--- src/rtl/chan_scan_mux.sv ---
// Registered N-channel data multiplexer with manual select and round-robin
// auto-scan modes, presenting captured words on a valid/ready output stream.
module chan_scan_mux #(
  parameter int unsigned WIDTH    = 6,
  parameter int unsigned CHANNELS = 16,
  parameter int unsigned SEL_W    = 4,
  parameter int unsigned DWELL_W  = 8
) (
  input  logic                         clk,
  input  logic                         rst_n,
  input  logic [CHANNELS*WIDTH-1:0]    data_in,
  input  logic [SEL_W-1:0]             sel,
  input  logic                         mode,
  input  logic [CHANNELS-1:0]          chan_en,
  input  logic [DWELL_W-1:0]           dwell,
  input  logic                         out_ready,
  output logic                         out_valid,
  output logic [WIDTH-1:0]             out_data,
  output logic [SEL_W-1:0]             out_chan
);

  localparam int unsigned SUM_W = SEL_W + 1;

  typedef enum logic [1:0] {
    MAN   = 2'd0,
    SWAIT = 2'd1,
    SHOLD = 2'd2
  } state_t;

  state_t              state_q, state_d;
  logic [SEL_W-1:0]    ptr_q, ptr_d;
  logic [DWELL_W-1:0]  cnt_q, cnt_d;
  logic                valid_d;
  logic [WIDTH-1:0]    data_d;
  logic [SEL_W-1:0]    chan_d;

  logic [WIDTH-1:0]    chan_data [CHANNELS];
  logic                slot_free;
  logic                sel_ok;
  logic                hit;
  logic [SEL_W-1:0]    hit_idx;
  logic [SEL_W-1:0]    ptr_next;

  // Unpack the flat input bus into per-channel words.
  for (genvar k = 0; k < int'(CHANNELS); k++) begin : g_split
    assign chan_data[k] = data_in[k*WIDTH +: WIDTH];
  end

  assign slot_free = !out_valid || out_ready;
  assign sel_ok    = SUM_W'(sel) < SUM_W'(CHANNELS);
  assign ptr_next  = (out_chan == SEL_W'(CHANNELS - 1)) ? '0 : out_chan + SEL_W'(1);

  // First enabled channel at or after ptr, wrapping; lowest offset wins.
  always_comb begin
    logic [SUM_W-1:0] idx;
    hit     = 1'b0;
    hit_idx = '0;
    idx     = '0;
    for (int i = int'(CHANNELS) - 1; i >= 0; i--) begin
      idx = SUM_W'(ptr_q) + SUM_W'(i);
      if (idx >= SUM_W'(CHANNELS)) begin
        idx = idx - SUM_W'(CHANNELS);
      end
      if (chan_en[idx[SEL_W-1:0]]) begin
        hit     = 1'b1;
        hit_idx = idx[SEL_W-1:0];
      end
    end
  end

  always_ff @(posedge clk or negedge rst_n) begin
    if (!rst_n) begin
      state_q   <= MAN;
      ptr_q     <= '0;
      cnt_q     <= '0;
      out_valid <= 1'b0;
      out_data  <= '0;
      out_chan  <= '0;
    end else begin
      state_q   <= state_d;
      ptr_q     <= ptr_d;
      cnt_q     <= cnt_d;
      out_valid <= valid_d;
      out_data  <= data_d;
      out_chan  <= chan_d;
    end
  end

  // Next-state and output-register logic; a held word is never replaced.
  always_comb begin
    state_d = state_q;
    ptr_d   = ptr_q;
    cnt_d   = cnt_q;
    valid_d = out_valid;
    data_d  = out_data;
    chan_d  = out_chan;
    unique case (state_q)
      MAN: begin
        if (slot_free) begin
          if (mode) begin
            state_d = SWAIT;
            cnt_d   = dwell;
            valid_d = 1'b0;
          end else if (sel_ok) begin
            valid_d = 1'b1;
            data_d  = chan_data[sel];
            chan_d  = sel;
          end else begin
            valid_d = 1'b0;
          end
        end
      end
      SWAIT: begin
        valid_d = 1'b0;
        if (!mode) begin
          state_d = MAN;
        end else if (cnt_q != '0) begin
          cnt_d = cnt_q - DWELL_W'(1);
        end else if (hit) begin
          valid_d = 1'b1;
          data_d  = chan_data[hit_idx];
          chan_d  = hit_idx;
          state_d = SHOLD;
        end
      end
      SHOLD: begin
        if (out_valid && out_ready) begin
          ptr_d   = ptr_next;
          valid_d = 1'b0;
          if (mode) begin
            state_d = SWAIT;
            cnt_d   = dwell;
          end else begin
            state_d = MAN;
          end
        end
      end
      default: begin
        state_d = MAN;
      end
    endcase
  end

endmodule
--- config.mk ---
export PLATFORM = sky130hd
export DESIGN_NAME = chan_scan_mux
export DESIGN_NICKNAME = d
export VERILOG_FILES = /design/src/rtl/chan_scan_mux.sv
export SDC_FILE = /design/constraint.sdc
export NUM_CORES = 1
export LEC_CHECK = 0
export ABC_AREA = 1
export CORE_MARGIN = 2
export CORE_UTILIZATION = 40
export CTS_CLUSTER_DIAMETER = 100
export DETAILED_ROUTE_END_ITERATION = 10
export MAX_ROUTING_LAYER = met4
export PLACE_DENSITY = 0.66
export SKIP_LAST_GASP = 1
export SLEW_MARGIN = 20
export SYNTH_ARGS = -nofsm -noshare
export SYNTH_HDL_FRONTEND = slang
export SYNTH_SLANG_ARGS = --single-unit
export TNS_END_PERCENT = 100
--- constraint.sdc ---
create_clock -name clk -period 6.7 [get_ports clk]
set_input_delay 0.67 -clock clk [delete_from_list [all_inputs] [get_ports clk]]
set_output_delay 0.67 -clock clk [all_outputs]
set_load 0.05 [all_outputs]
final_clocks.png
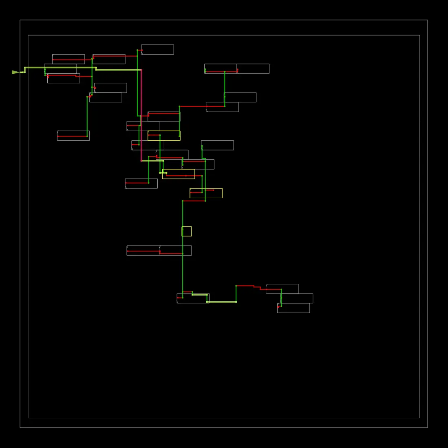
clk_lat worst skew: 260 ps

met1.png
Supply wires on this layer in gray.
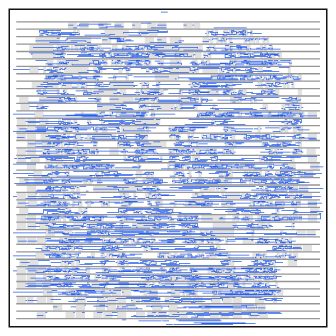
share of all routed wire = 42%
wire length on this layer = 8350 um
longest straight run = 33.1 um
nets with wire on the layer = 1019
main direction = horizontal
met1 Track Usage GR: 0.392
routed wire length: 19.8 mm
Vias: 6684

==> job_summary.md <==
### Metrics collected by this job

| Metric | Value |
|---|---|
| WP depth | 31 |
| Core ar. | 12100 um^2 |
| M1 WL | 8.35 mm |
| Inverters | 61 |
| Data arrival time of the critical path | 5430 ps |
| Final setup vio count | 0 |
| R2r setup slk | 1420 ps |
| Yosys top cell area share | 0.209 |
| Delay-heaviest family, CP | simple AND/OR/NAND/NOR gates |
| And+or+nand+nor area frac | 0.493 |
| Cell Area, Placed | 6340 um^2 |
| IO Port Bufs | 138 |
| Routed len/inst | 17.2 um |
| RSZ-0062 raised after global routing | no |
| Post-synth EDFFs | 0 |
| Uppermost layer routed | met4 |
| Crit share post-route | 0.788 |
| Ys Warns | 0 |
| Status | completed |
| Overall Global Routing Usage | 0.304 |
| CTS tree | yes |
| Register area | 626 um^2 |
| F_max | 189 MHz |
| Post-CTS Setup Bufs | 0 |
| Reg2Reg Depth | 31 |
| Worst flop-to-flop path endpoint | out_data[1] |
| HP Class | flip-flop to flip-flop |
| CP Max Fanout | 49 |
| Drt initial violations | 773 |
| Mux area share | 0 |
| Max stage delay on crit path | 690 ps |
| Standard cell with the maximum stage delay on the critical path | dfrtp_1 |
| Post-synth top flop | dfrtp_1 |
| Synth cell count leaders | nand3_1, nand2_1, nor2_1 |
| Max-cap violations | 0 |
| Floorplan utilization | 0.413 |
| Largest reg by FF count | cnt_q |
| Die y size | 116 um |
| Commonest Layout Cell | nand3_1 |
| Synthesized flop and latch total | 25 |
| Final Cell Area | 6420 um^2 |
| Post-placement setup slack | 1560 ps |
| CTS Sinks | 25 |
| Post-synth ARST share | 1.00 |
| Layout fillers | 1272 |
| Max reg flops | 8 |
| Met2 WL post-DR | 9.08 mm |
| Gp weighted congestion | 0.980 |
| Vias in the first global route | 6247 |
| Synth-to-Final Area Change | 28.3% |
| Top cells by area | nand3_1, nand2_1, dfrtp_1 |
| Antenna-violating nets left | 0 |
| Flop share of the area | 0.0974 |
| Cells after Synth | 889 |
| Slew headroom | 0.368 |
| Die area | 13400 um^2 |
| Drt first pass iters | 5 |
| Worst R2R Start | ptr_q[1] |
| Global-route wire length before repair | 31.6 mm |
| Initial antenna violation count | 0 |
| MI comb area | 3830 um^2 |
| Avg Cell Area, Syn | 5.63 um^2 |
| Combinational share of cell area | 0.597 |
| Met3 WL | 1.90 mm |
| XOR/XNOR Area Share | 0.0200 |
| Post_cts resized | 0 |
| Seq/Total Area, Yosys | 0.125 |
| CTS root buf | clkbuf_16 |
| Hold Vio Cnt, Final | 0 |
| Post-Syn Area | 5000 um^2 |
| Hold_ws | 548 ps |
| DRC | 0 |
| Startpoint Class | flip-flop |
| Fin crit period | 5280 ps |
| Signal buf overhead | 0.224 |
| Via-to-Cell Ratio | 5.79 |
| Hold Crit Depth | 1 |
| Largest area contributor in the netlist | nand3_1 |
| Setup TNS | 0 ps |
| Met2 usage | 0.490 |
clock_map.png
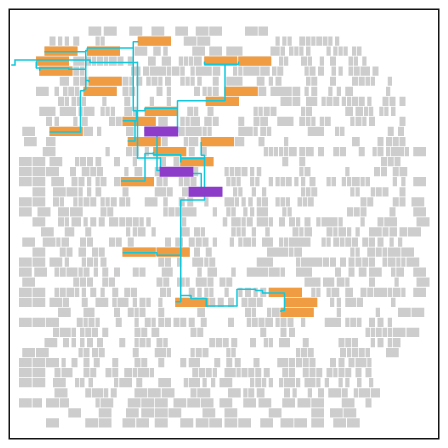
orange -> flip-flops  # count 25
cyan -> clock wires  # length 415 um
purple -> cells driving clock nets  # count 3
routed clock nets = 4
Clock Skew: 2.24 ps

